### src/rtl/freq_pkg.sv
// rtl/freq_pkg.sv - shared tone symbol constants, decoder state type and 7-segment table
package freq_pkg;

  localparam int SYM_W          = 4;
  localparam int SEG_W          = 7;
  localparam int DEF_CNT_W      = 16;
  localparam int DEF_BIN_SHIFT  = 6;
  localparam int DEF_SYM_OFFSET = 2;
  localparam int DEF_NUM_SYM    = 10;
  localparam int DEF_LOCK_CNT   = 3;

  typedef enum logic [1:0] {
    IDLE    = 2'd0,
    MEASURE = 2'd1,
    LOCKED  = 2'd2
  } dec_state_e;

  // bit0 = segment a .. bit6 = segment g
  localparam logic [SEG_W-1:0] SEG_LUT [0:9] = '{
    7'h3F, 7'h06, 7'h5B, 7'h4F, 7'h66,
    7'h6D, 7'h7D, 7'h07, 7'h7F, 7'h6F
  };

  function automatic logic [SEG_W-1:0] seg_of(input logic [SYM_W-1:0] s);
    logic [SEG_W-1:0] pat;
    pat = '0;
    if (s < SYM_W'(DEF_NUM_SYM)) pat = SEG_LUT[s];
    return pat;
  endfunction

  // Centre-of-bin period for a symbol, used by the encoder to generate tones.
  function automatic int sym_period(input int s);
    return ((s + DEF_SYM_OFFSET) << DEF_BIN_SHIFT) + (1 << (DEF_BIN_SHIFT - 1));
  endfunction

endpackage

### src/rtl/freq_tone_decoder_if.sv
// rtl/freq_tone_decoder_if.sv - tone input and decoded symbol/display outputs of the tone decoder
interface freq_tone_decoder_if;
  import freq_pkg::*;

  logic             tone_in;
  logic [SYM_W-1:0] sym;
  logic             sym_valid;
  logic             locked;
  logic [SEG_W-1:0] segments;

  modport master (
    input  tone_in,
    output sym, sym_valid, locked, segments
  );

  modport slave (
    output tone_in,
    input  sym, sym_valid, locked, segments
  );

endinterface

### src/rtl/freq_edge_sync.sv
// rtl/freq_edge_sync.sv - tone_in synchroniser and rise detector; FREQ_DEC_GLITCH_FILTER_EN adds a 3-sample stable filter
module freq_edge_sync (
  input  logic clk,
  input  logic rst,
  input  logic tone_in,
  output logic rise
);

  logic s1_q, s1_d;
  logic s2_q, s2_d;
  logic s3_q, s3_d;
  logic lvl;

`ifdef FREQ_DEC_GLITCH_FILTER_EN
  logic h1_q, h1_d;
  logic h2_q, h2_d;

  // s3 holds the filtered level; it only follows s2 once three samples agree.
  always_comb begin
    h1_d = s2_q;
    h2_d = h1_q;
    lvl  = ((s2_q == h1_q) && (h1_q == h2_q)) ? s2_q : s3_q;
  end

  always_ff @(posedge clk or posedge rst) begin
    if (rst) begin
      h1_q <= 1'b0;
      h2_q <= 1'b0;
    end else begin
      h1_q <= h1_d;
      h2_q <= h2_d;
    end
  end
`else
  always_comb lvl = s2_q;
`endif

  always_comb begin
    s1_d = tone_in;
    s2_d = s1_q;
    s3_d = lvl;
  end

  assign rise = lvl & ~s3_q;

  always_ff @(posedge clk or posedge rst) begin
    if (rst) begin
      s1_q <= 1'b0;
      s2_q <= 1'b0;
      s3_q <= 1'b0;
    end else begin
      s1_q <= s1_d;
      s2_q <= s2_d;
      s3_q <= s3_d;
    end
  end

endmodule

### src/rtl/freq_tone_decoder.sv
// rtl/freq_tone_decoder.sv - measures tone period, bins it to a symbol, locks and drives a 7-seg pattern
// Optional build macro: FREQ_DEC_GLITCH_FILTER_EN (glitch filter inside freq_edge_sync).
module freq_tone_decoder
  import freq_pkg::*;
#(
  parameter int CNT_W      = DEF_CNT_W,
  parameter int BIN_SHIFT  = DEF_BIN_SHIFT,
  parameter int SYM_OFFSET = DEF_SYM_OFFSET,
  parameter int NUM_SYM    = DEF_NUM_SYM,
  parameter int LOCK_CNT   = DEF_LOCK_CNT
) (
  input logic                 clk,
  input logic                 rst,
  freq_tone_decoder_if.master bus
);

  // One spare bit so a match count re-seeded from LOCKED can still grow past LOCK_CNT.
  localparam int                 MATCH_W    = $clog2(LOCK_CNT + 2);
  localparam logic [CNT_W-1:0]   CNT_MAX    = '1;
  localparam logic [CNT_W-1:0]   BIN_LO     = CNT_W'(SYM_OFFSET);
  localparam logic [CNT_W-1:0]   BIN_HI     = CNT_W'(SYM_OFFSET + NUM_SYM);
  localparam logic [MATCH_W-1:0] MATCH_LOCK = MATCH_W'(LOCK_CNT);

  dec_state_e         state_q, state_d;
  logic [CNT_W-1:0]   cnt_q, cnt_d;
  logic [SYM_W-1:0]   cand_q, cand_d;
  logic [MATCH_W-1:0] match_q, match_d;
  logic [SYM_W-1:0]   sym_q, sym_d;
  logic               sym_valid_q, sym_valid_d;
  logic               locked_q, locked_d;
  logic [SEG_W-1:0]   seg_q, seg_d;

  logic               rise;
  logic               timeout;
  logic               in_range;
  logic               same_bin;
  logic [CNT_W-1:0]   bin;
  logic [SYM_W-1:0]   cand_new;

  freq_edge_sync u_sync (
    .clk     (clk),
    .rst     (rst),
    .tone_in (bus.tone_in),
    .rise    (rise)
  );

  // cnt_q on a rise cycle is the period just completed.
  always_comb begin
    bin      = cnt_q >> BIN_SHIFT;
    in_range = (bin >= BIN_LO) && (bin < BIN_HI);
    cand_new = SYM_W'(bin - BIN_LO);
    same_bin = in_range && (cand_new == cand_q);
    timeout  = (cnt_q == CNT_MAX);
    if (rise)         cnt_d = CNT_W'(1);
    else if (timeout) cnt_d = cnt_q;
    else              cnt_d = cnt_q + CNT_W'(1);
  end

  always_comb begin
    state_d = state_q;
    cand_d  = cand_q;
    match_d = match_q;
    unique case (state_q)
      IDLE: begin
        if (rise) begin
          state_d = MEASURE;
          match_d = '0;
        end
      end
      MEASURE: begin
        if (rise) begin
          if (same_bin) begin
            match_d = match_q + MATCH_W'(1);
          end else if (in_range) begin
            cand_d  = cand_new;
            match_d = MATCH_W'(1);
          end else begin
            match_d = '0;
          end
          if (match_d >= MATCH_LOCK) state_d = LOCKED;
        end else if (timeout) begin
          state_d = IDLE;
          match_d = '0;
        end
      end
      LOCKED: begin
        if (rise) begin
          if (!same_bin) begin
            state_d = MEASURE;
            if (in_range) begin
              cand_d  = cand_new;
              match_d = MATCH_W'(1);
            end else begin
              match_d = '0;
            end
          end
        end else if (timeout) begin
          state_d = IDLE;
          match_d = '0;
        end
      end
      default: begin
        state_d = IDLE;
        match_d = '0;
      end
    endcase
  end

  // Lock is only announced on the MEASURE->LOCKED transition; sym holds afterwards.
  always_comb begin
    sym_valid_d = (state_q == MEASURE) && (state_d == LOCKED);
    locked_d    = (state_d == LOCKED);
    sym_d       = sym_valid_d ? cand_d : sym_q;
    seg_d       = locked_q ? seg_of(sym_q) : '0;
  end

  always_ff @(posedge clk or posedge rst) begin
    if (rst) begin
      state_q     <= IDLE;
      cnt_q       <= '0;
      cand_q      <= '0;
      match_q     <= '0;
      sym_q       <= '0;
      sym_valid_q <= 1'b0;
      locked_q    <= 1'b0;
      seg_q       <= '0;
    end else begin
      state_q     <= state_d;
      cnt_q       <= cnt_d;
      cand_q      <= cand_d;
      match_q     <= match_d;
      sym_q       <= sym_d;
      sym_valid_q <= sym_valid_d;
      locked_q    <= locked_d;
      seg_q       <= seg_d;
    end
  end

  assign bus.sym       = sym_q;
  assign bus.sym_valid = sym_valid_q;
  assign bus.locked    = locked_q;
  assign bus.segments  = seg_q;

endmodule

### src/flat_wrapper.sv
// flat-port wrapper written by rule: the top's interface ports become plain ports
module freq_tone_decoder_flat import freq_pkg::*;
#(
  parameter int CNT_W      = DEF_CNT_W,
  parameter int BIN_SHIFT  = DEF_BIN_SHIFT,
  parameter int SYM_OFFSET = DEF_SYM_OFFSET,
  parameter int NUM_SYM    = DEF_NUM_SYM,
  parameter int LOCK_CNT   = DEF_LOCK_CNT
)
  (clk, rst, bus_tone_in, bus_sym, bus_sym_valid, bus_locked, bus_segments);
  freq_tone_decoder_if bus_i ();
  input logic clk;
  input logic rst;
  input wire logic [$bits(bus_i.tone_in)-1:0] bus_tone_in;
  output wire logic [$bits(bus_i.sym)-1:0] bus_sym;
  output wire logic [$bits(bus_i.sym_valid)-1:0] bus_sym_valid;
  output wire logic [$bits(bus_i.locked)-1:0] bus_locked;
  output wire logic [$bits(bus_i.segments)-1:0] bus_segments;
  assign bus_i.tone_in = bus_tone_in;
  assign bus_sym = bus_i.sym;
  assign bus_sym_valid = bus_i.sym_valid;
  assign bus_locked = bus_i.locked;
  assign bus_segments = bus_i.segments;
  freq_tone_decoder #(.CNT_W(CNT_W), .BIN_SHIFT(BIN_SHIFT), .SYM_OFFSET(SYM_OFFSET), .NUM_SYM(NUM_SYM), .LOCK_CNT(LOCK_CNT)) u_core (.clk(clk), .rst(rst), .bus(bus_i));
endmodule
### config.mk
export PLATFORM = sky130hd
export DESIGN_NAME = freq_tone_decoder_flat
export DESIGN_NICKNAME = d
export VERILOG_FILES = /design/src/rtl/freq_pkg.sv /design/src/rtl/freq_tone_decoder_if.sv /design/src/rtl/freq_edge_sync.sv /design/src/rtl/freq_tone_decoder.sv /design/src/flat_wrapper.sv
export SDC_FILE = /design/constraint.sdc
export NUM_CORES = 1
export LEC_CHECK = 0
export ABC_AREA = 0
export CORE_UTILIZATION = 52
export CTS_CLUSTER_DIAMETER = 150
export DETAILED_ROUTE_END_ITERATION = 12
export GPL_TIMING_DRIVEN = 0
export PLACE_DENSITY = 0.78
export SYNTH_ARGS = -nofsm -noshare
export SYNTH_HDL_FRONTEND = slang
export SYNTH_SLANG_ARGS = --single-unit
### constraint.sdc
create_clock -name clk -period 4.2 [get_ports clk]
set_input_delay 0.42 -clock clk [delete_from_list [all_inputs] [get_ports clk]]
set_output_delay 0.42 -clock clk [all_outputs]
set_load 0.005 [all_outputs]
run_1/clock_wires.png
Bar = 20 um.
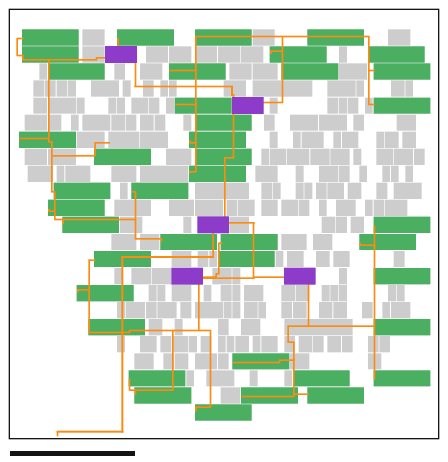
[purple] clock-net drivers | count: 5
[green] flip-flops | count: 41
[orange] clock wires | length: 494 um
routed clock nets	6
flops lie	spread over the die
Clk pwr share: 0.357
worst-case clock skew: 0.00590 ns

run_1/clock_nets.png
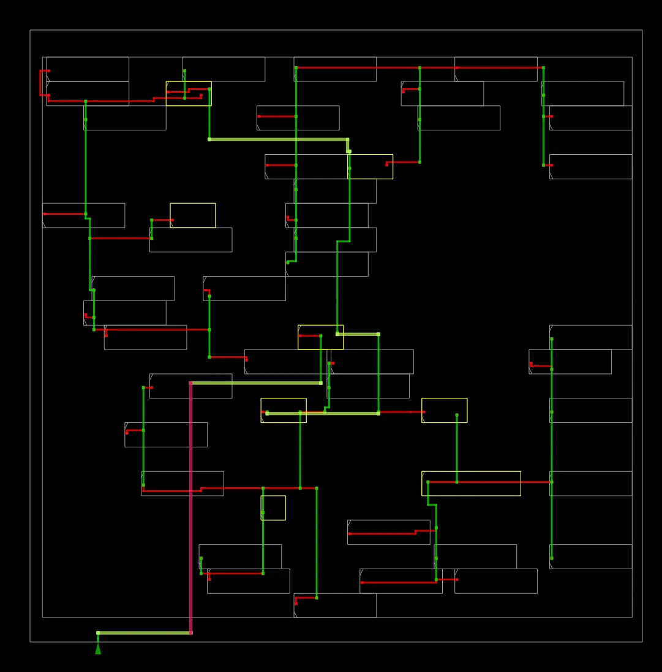
seq_cells: 41
number of clock buffers in the layout: 6

run_1/gates.png
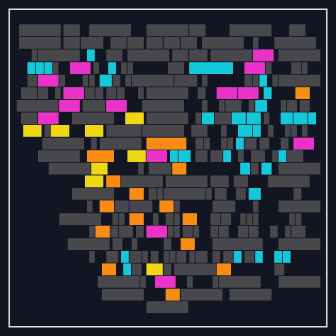
color	family	cells
magenta	fa/ha/maj cells	14
orange	xor and xnor cells	15
cyan	aoi and oai cells	32
yellow	mux cells	8
fraction of standard cell area in multi-input logic: 0.448
post-route insts no fill: 304
most frequent logic cell in the layout: sky130_fd_sc_hd__dfrtp_1

run_1/class_map.png
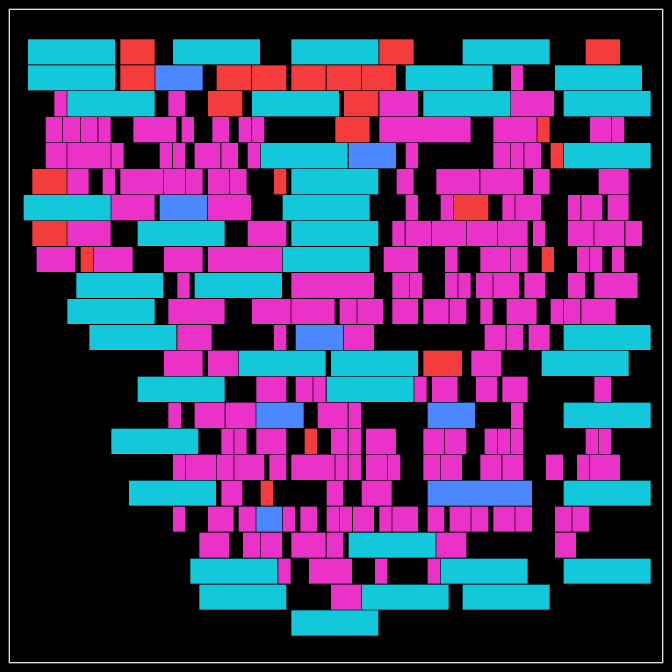
color	class	cells
red	remaining buffers and delay cells	23
magenta	remaining logic cells	182
cyan	sequential cells	41
blue	clock drivers and dummy loads	8
post-route standard cell area excluding fillers: 0.00262 mm2
flip-flop and latch share of the layout cell area: 0.392

==> run summary, run 1 <==
Flow results are below.

- The final critical delay including setup and external delays is 2.89 ns, for reference.
- Of all flip-flops after synthesis, the portion carrying an async set or reset was 1.00.
- The share of the Yosys chip area taken by registers is 0.449.
- Per the OpenROAD floorplan log, the area of the core is 0.00412 mm2.
- Setup repair after global routing left no endpoint under its margin.
- The pin closest to its max-slew limit shows a slew of 0.832 ns.
- The initial antenna violation count is 0, for reference.
- In this run the mean area of a mapped cell was 9.90 um2.
- Global routing finished with a remaining overflow of 0.
- Looking at the VDD voltage map, the peak drop is 0.000217 V.
- The number of antenna cells inserted is 0, for reference.
- The endpoint of the worst hold-timing path is u_core.u_sync.lvl, for reference.
- In the Yosys report the total cell count is 231.
- The register area is 0.00103 mm2, for reference.
- Row generation in the floorplan step produced 23 rows.
- Across every metal layer, demand over resource in global routing totals 0.206.
- In the final report, the number of pins over their slew limit comes to 0.
- The post-detailed-route wirelength per cell is 14.1 um, for reference.
- Of the post-synthesis cell area, the dominant cell type holds 0.449.
- The tool flagged a number of max-cap violations equal to 0.
- The critical-path maximum fanout is 7, for reference.
- The biggest area contributor in the post-synthesis netlist is sky130_fd_sc_hd__dfrtp_1.
- The flow ran to the end, and the final reports show no timing, DRC or antenna violations.
- In the final layout, the share of cells above drive strength 1 is 0.0945.
- The post-DP HPWL is 3.10 mm, for reference.
- The area of the mapped netlist is 0.00229 mm2, for reference.
- Per the final timing report, the hold violations number 0.
- The count of library flops with an enable pin is 0, for reference.
- After layout, the design draws a total of 0.915 mW.
- Nets still carrying antenna violations after routing amount to 0.
- The data arrival time reported for the critical path is 3.06 ns.
- The power density over cell area is 349 mW/mm2, for reference.
- In the post-synthesis netlist, the biggest area contributors are sky130_fd_sc_hd__dfrtp_1 45%, sky130_fd_sc_hd__ha_1 7.7%, sky130_fd_sc_hd__nor2_1 4.8%, sky130_fd_sc_hd__xnor2_1 3.4%, sky130_fd_sc_hd__mux2_2 3.0%.
- The number of nets produced by synthesis is 248, for reference.
- The remaining design rule violation count is 0, for reference.
- The most numerous cell in the Yosys netlist is sky130_fd_sc_hd__dfrtp_1, for reference.
- The clock transition time at the flip-flop clock pins of the worst setup and hold paths is 0.08 ns, for reference.
- The tree is rooted in a sky130_fd_sc_hd__clkbuf_8.
## run 1: worst max path at each step
stage	slack, ns	to	start	cells past startpoint
after floorplan	1.67	u_core.bus.sym[0]	u_core.cnt_q[7]	7
after global placement	1.41	u_core.bus.sym[2]	u_core.cnt_q[7]	7
after detailed placement	1.36	u_core.bus.sym[3]	u_core.cnt_q[7]	7
after CTS	1.32	u_core.bus.sym[3]	u_core.cnt_q[7]	7
after global routing	1.12	u_core.bus.sym[3]	u_core.cnt_q[7]	7
final	1.31	u_core.bus.sym[3]	u_core.cnt_q[7]	7
## run 1: cells by family after synthesis
group / count (synthesis) / share of synthesized area
and+or+nand+nor: 93 / 0.209
DFF: 41 / 0.449
AOI/OAI and AO/OA: 39 / 0.122
buffers and inverters: 21 / 0.0378
xor gates and xnor gates: 15 / 0.0673
adders and majority gates: 14 / 0.0766
muxes: 8 / 0.0383
## run 1: registers in the layout, summed over array words and instances, names as in the netlist
name / cells
u_core.cnt_q: 16
u_core.bus.segments: 7
u_core.bus.sym: 4
u_core.cand_q: 4
u_core.match_q: 3
u_core.state_q: 2
u_core.bus.locked: 1
u_core.bus.sym_valid: 1
u_core.u_sync.lvl: 1
u_core.u_sync.s1_q: 1
u_core.u_sync.s3_q: 1
## run 1: final cells by class
class | count | share of cell area
Multi-Input combinational cell | 169 | 0.448
Sequential cell | 41 | 0.392
Timing Repair Buffer | 15 | 0.0573
Clock buffer | 6 | 0.0315
Tap cell | 50 | 0.0239
Inverter | 13 | 0.0186
Clock inverter | 2 | 0.0143
Buffer | 8 | 0.0143
## run 1: through the flow
step,hold WS (ns),utilization,cells,cell area [um2],setup WS (ns)
CTS,0.358,0.636,304,2620,1.32
floorplan,0.331,-,231,2290,1.67
global route,0.367,0.636,304,2620,1.12
global placement,0.334,0.607,296,2500,1.41
detailed placement,0.340,0.607,296,2500,1.36
finish,0.355,0.636,304,2620,1.31
## run 1: power breakdown
| part | leakage [nW] | switching [mW] | internal (mW) |
|---|---|---|---|
| sequential | 0.557 | 0.0267 | 0.419 |
| combinational | 0.500 | 0.0902 | 0.0526 |
| clock | 0.0574 | 0.133 | 0.193 |
| total | 1.11 | 0.250 | 0.665 |
## run 1: metal layers
| layer | vias up | global-route usage | wire length, um |
|---|---|---|---|
| li1 | 852 | - | - |
| met5 | - | 0 | 0 |
| met4 | 0 | 0.0807 | 43 |
| met2 | 33 | 0.342 | 2050 |
| met1 | 830 | 0.253 | 2050 |
| met3 | 6 | 0.0550 | 129 |
## run 1: layout by cell type, fill, tap and decap left out, drive strengths merged, types with 2 or more instances in the layout
cell / instances
o21ai: 9
nand3: 8
nand2b: 4
nand2: 15
a211oi: 3
ha: 14
nor4b: 2
or3: 6
nand4: 5
nor4: 4
and4: 2
clkbuf: 13
inv: 13
nor2: 29
mux2: 6
o21a: 2
xor2: 4
a21oi: 10
xnor2: 10
dfrtp: 41
nor2b: 4
mux2i: 2
clkdlybuf4s50: 15
and2: 2
nor3: 11
run_1/ff_map.png
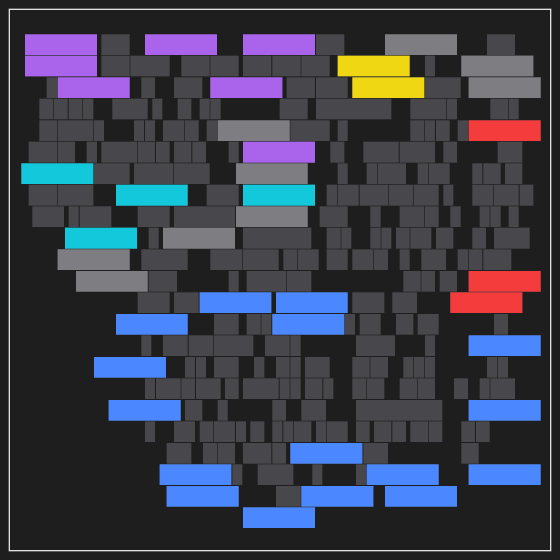

--- run 2 (diff from run 1) ---
==> constraint.sdc (replaced) <==
create_clock -name clk -period 2.8 [get_ports clk]
set_input_delay 0.28 -clock clk [delete_from_list [all_inputs] [get_ports clk]]
set_output_delay 0.28 -clock clk [all_outputs]
set_load 0.005 [all_outputs]
run_2/ff_map.png
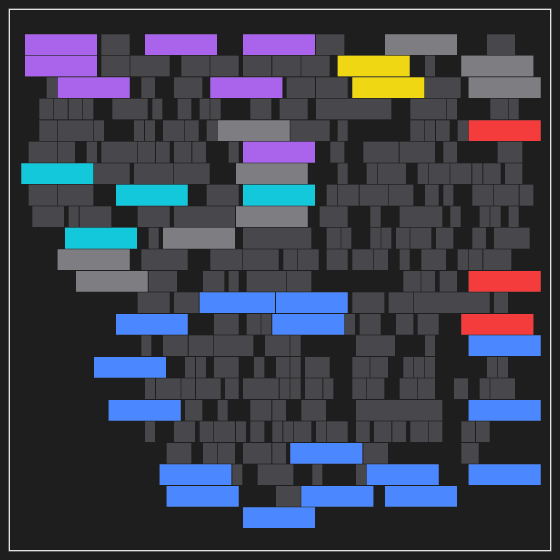
color	signal	sequential cells
blue	`u_core.cnt_q`	16
red	`u_core.match_q`	3
yellow	`u_core.state_q`	2
purple	`u_core.bus.segments`	7
cyan	`u_core.bus.sym`	4
not colored	9

==> run summary, run 2 <==
Flow results are below.

- The count of pins over their slew limit is 0 (unchanged), for reference.
- The fraction of layout instances using a drive strength above 1 is 0.120 (+0.0257), for reference.
- The design area is 0.00267 mm2 (+2.1%), for reference.
- The largest register by flop count is u_core.cnt_q, for reference.
- Ranking logic cells in the layout by count gives the top entries 40 x sky130_fd_sc_hd__dfrtp_1, 29 x sky130_fd_sc_hd__nor2_1, 15 x sky130_fd_sc_hd__nand2_1, 15 x sky130_fd_sc_hd__clkdlybuf4s50_1, 14 x sky130_fd_sc_hd__ha_1.
- The flip-flop count of the largest register, all copies and words added was 16 (unchanged).
- The most numerous cell in the Yosys netlist is sky130_fd_sc_hd__dfrtp_1, for reference.
- The number of max-cap violations is 0 (unchanged), for reference.
- The total congestion overflow after global routing is 0 (unchanged), for reference.
- The most common logic cell in the final layout is sky130_fd_sc_hd__dfrtp_1.
- The data arrival time at the worst-slack endpoint is 2.86 ns (-0.20 ns).
- The post-detailed-route wirelength per cell came to 14.4 um (+2.2%).
- The flow ran to the end, and the final reports show no timing, DRC or antenna violations.
- The fraction of the yosys area taken by sequential cells was 0.449 (unchanged).
- The number of antenna-violating nets in the routed design is 0 (unchanged), for reference.
- The clock tree root buffer cell is sky130_fd_sc_hd__clkbuf_8, for reference.
- The number of nets produced by synthesis was 248 (unchanged).
- The area of the mapped netlist is 0.00229 mm2 (unchanged).
- The total core area is 0.00412 mm2 (unchanged).
- The critical-path maximum fanout is 6 (-1), for reference.
[run 2: worst max-delay path, stage by stage (launching register included)]
cell,delay (ns)
sky130_fd_sc_hd__dfrtp_1,0.45
sky130_fd_sc_hd__inv_1,0.08
sky130_fd_sc_hd__ha_1,0.22
sky130_fd_sc_hd__xor3_1,0.40
sky130_fd_sc_hd__nor4_4,0.26
sky130_fd_sc_hd__buf_4,0.19
sky130_fd_sc_hd__o311ai_4,0.14
sky130_fd_sc_hd__a311oi_4,0.45
sky130_fd_sc_hd__mux2_2,0.38
[run 2: cell families after synthesis]
family          count (synthesis)  synth area share
compound gates                 39             0.122
xor+xnor                       15            0.0673
fa+ha+maj                      14            0.0766
buf+inv                        21            0.0378
flops                          41             0.449
mux                             8            0.0383
simple gates                   93             0.209
[run 2: how the worst max path moves through the flow]
stage          slack (ns)           endpoint       startpoint  cells past startpoint
2_1_floorplan        0.27  u_core.bus.sym[0]  u_core.cnt_q[7]                      7
3_3_place_gp         0.01  u_core.bus.sym[2]  u_core.cnt_q[7]                      7
3_5_place_dp        -0.04  u_core.bus.sym[3]  u_core.cnt_q[7]                      7
4_1_cts              0.03  u_core.bus.sym[3]  u_core.cnt_q[7]                      7
5_1_grt             -0.03  u_core.bus.sym[3]  u_core.cnt_q[8]                      8
6_report             0.12  u_core.bus.sym[3]  u_core.cnt_q[8]                      8
[run 2: what timing repair did]
action                                  in CTS  in global routing
setup buffers                                2                  2
resized                                      0                  5
endpoints found under the setup margin       4                  4
hold buffers                                 0                  0
pin swaps                                    1                  2
[run 2: cell type report]
type	count	area, um2	share of cell area
flip-flops and latches	41	1030	0.384
repair buffers	19	180	0.0674
inverters	13	48.8	0.0182
clock inverters	2	37.5	0.0140
clock buffers	6	82.6	0.0309
multi-input cells	169	1200	0.448
plain buffers	8	37.5	0.0140
well taps	50	62.6	0.0234
[run 2: per-stage QoR]
stage | worst slack, ns | hold slack, ns | util | power, mW | instances
global placement | 0.0126 | 0.334 | 0.607 | 0.883 | 296
CTS | 0.0282 | 0.358 | 0.640 | 1.39 | 306
detailed placement | -0.0404 | 0.340 | 0.607 | 0.891 | 296
global route | -0.0258 | 0.367 | 0.650 | 1.46 | 308
floorplan | 0.274 | 0.311 | - | 0.838 | 231
finish | 0.118 | 0.356 | 0.650 | 1.38 | 308
[run 2: where the power goes]
part	internal [mW]	switching [mW]
Combinational	0.0798	0.144
Sequential	0.629	0.0399
Clock	0.290	0.200
[run 2: layer usage]
metal	track usage	part of all wire	vias up
li1	-	-	861
met1	0.254	0.46	839
met2	0.349	0.49	26
met3	0.0550	0.033	7
met4	0.0807	0.013	0
met5	0	0	-
run_2/gates.png
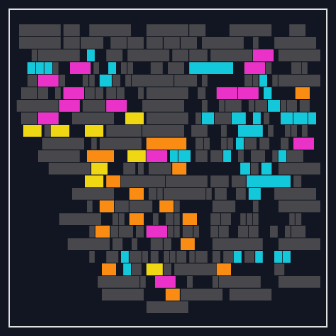

--- run 3 (diff from run 2) ---
--- a/config.mk
+++ b/config.mk
@@ -6,11 +6,11 @@
 export NUM_CORES = 1
 export LEC_CHECK = 0
 export ABC_AREA = 0
-export CORE_UTILIZATION = 52
+export CORE_UTILIZATION = 33
 export CTS_CLUSTER_DIAMETER = 150
 export DETAILED_ROUTE_END_ITERATION = 12
 export GPL_TIMING_DRIVEN = 0
-export PLACE_DENSITY = 0.78
+export PLACE_DENSITY = 0.56
 export SYNTH_ARGS = -nofsm -noshare
 export SYNTH_HDL_FRONTEND = slang
 export SYNTH_SLANG_ARGS = --single-unit
==> constraint.sdc (replaced) <==
create_clock -name clk -period 2.9 [get_ports clk]
set_input_delay 0.29 -clock clk [delete_from_list [all_inputs] [get_ports clk]]
set_output_delay 0.29 -clock clk [all_outputs]
set_load 0.005 [all_outputs]
run_3/gates.png
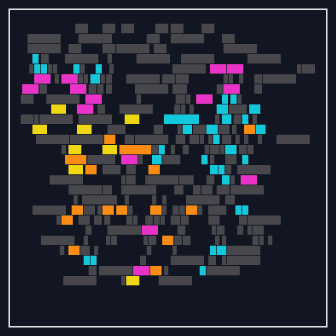
color	family	cells
orange	xor and xnor cells	15
magenta	fa/ha/maj cells	14
cyan	aoi and oai cells	32
yellow	mux cells	8
post-route insts no fill: 338
fraction of standard cell area in multi-input logic: 0.438

==> run summary, run 3 <==
Flow results are below.

- Counting flops per register, the top entry is u_core.cnt_q.
- The number of antenna-violating nets in the routed design is 0 (unchanged), for reference.
- The fraction of layout instances using a drive strength above 1 was 0.126 (+0.00628).
- The count of pins over their slew limit is 0 (unchanged), for reference.
- The number of nets produced by synthesis came to 248 (unchanged).
- The total core area is 0.00653 mm2 (+59%).
- The smallest hold slack is 0.354 ns (-0.00170 ns).
- The most common library cell in the layout ignoring fill and taps is sky130_fd_sc_hd__dfrtp_1, for reference.
- The final cell utilization of the core is 0.411 (-0.239), for reference.
- Clock tree synthesis selected as its root buffer the cell sky130_fd_sc_hd__clkbuf_8.
- The final setup slack of the worst path is 0.161 ns (+0.0430 ns).
- Leaving out fill and tap cells, the most frequent cells in the layout are 39 x sky130_fd_sc_hd__dfrtp_1, 29 x sky130_fd_sc_hd__nor2_1, 15 x sky130_fd_sc_hd__nand2_1, 15 x sky130_fd_sc_hd__clkdlybuf4s50_1, 14 x sky130_fd_sc_hd__ha_1.
- The cts-stage hold buffer count is 0 (unchanged), for reference.
- The peak per-stage delay on the critical path is 0.45 ns (about the same), for reference.
- Port buffering added 15 buffers.
- The placement-stage worst setup slack came to 0.00233 ns (+0.0427 ns).
- The most numerous cell in the Yosys netlist is sky130_fd_sc_hd__dfrtp_1, for reference.
- The flip-flop count of the largest register, all copies and words added is 16 (unchanged).
- The flow ran to the end, and the final reports show no timing, DRC or antenna violations.
- The fraction of the yosys area taken by sequential cells was 0.449 (unchanged).
- The number of max-cap violations is 0 (unchanged).
- Listed in order, past its start point the critical path passes inv_1 > ha_1 > xor3_1 > nor4_4 > buf_4 > a41oi_1 > a311oi_4 > mux2_2.
- The area of the mapped netlist came to 0.00229 mm2 (unchanged).
- The critical-path maximum fanout is 6 (unchanged), for reference.
- For this design, the slowest cell found on the critical path is sky130_fd_sc_hd__a311oi_4.
==> run 3: area by class of cell <==
class                   instances  area [um2]
well taps                      77        96.3
flip-flops and latches         41        1030
repair buffers                 22         203
clock inverters                 3        25.0
plain buffers                   8        37.5
clock buffers                   5        68.8
multi-input cells             169        1170
inverters                      13        48.8
fillers                       661        3850
==> run 3: path summary, 6_finish.rpt <==
path | endpoint | slack, ns | cells past startpoint
worst max-delay path | u_core.bus.sym[2] | 0.16 | 8
worst min-delay path | u_core.u_sync.lvl | 0.35 | 0
worst max register to register | u_core.bus.sym[2] | 0.16 | 8
worst min register to register | u_core.u_sync.lvl | 0.35 | 0
max in group asynchronous | u_core.cnt_q[8] | 1.83 | 2
min in group asynchronous | u_core.bus.sym_valid | 0.48 | 2
==> run 3: cell families after synthesis <==
kind of cell / share of synthesized area
AND-OR/OR-AND: 0.122
XOR/XNOR: 0.0673
adder cells (fa/ha/maj): 0.0766
buffers and inverters: 0.0378
flip-flops: 0.449
multiplexers: 0.0383
AND/OR/NAND/NOR: 0.209
==> run 3: repair_timing <==
item | in CTS | in global routing
pin swaps | 2 | 1
resized | 0 | 2
endpoints found under the setup margin | 4 | 4
gates cloned | 0 | 0
setup buffers | 3 | 4
==> run 3: routing by layer <==
metal / GRT usage / wire, um
met5: 0 / 0
met4: 0.0555 / 70
met3: 0.0263 / 149
met2: 0.213 / 2090
met1: 0.195 / 2290
==> run 3: through the flow <==
| stage | area [um2] | std cells |
|---|---|---|
| detailed placement | 2530 | 323 |
| finish | 2680 | 338 |
| global placement | 2530 | 323 |
| global route | 2680 | 338 |
| CTS | 2650 | 334 |
| floorplan | 2290 | 231 |
==> run 3: worst max-delay path: cells and delay by family, from the launching register on <==
| family | cells | cell delay [ns] |
|---|---|---|
| flops | 1 | 0.43 |
| simple gates | 1 | 0.36 |
| buf+inv | 2 | 0.24 |
| fa+ha+maj | 1 | 0.21 |
| mux | 1 | 0.38 |
| compound gates | 2 | 0.61 |
| xor+xnor | 1 | 0.40 |
==> run 3: where the power goes <==
group | internal, mW | switching, mW
combinational | 0.0772 | 0.130
sequential | 0.607 | 0.0368
clock | 0.174 | 0.223
total | 0.858 | 0.390
Power and IR drop assume default switching activity.
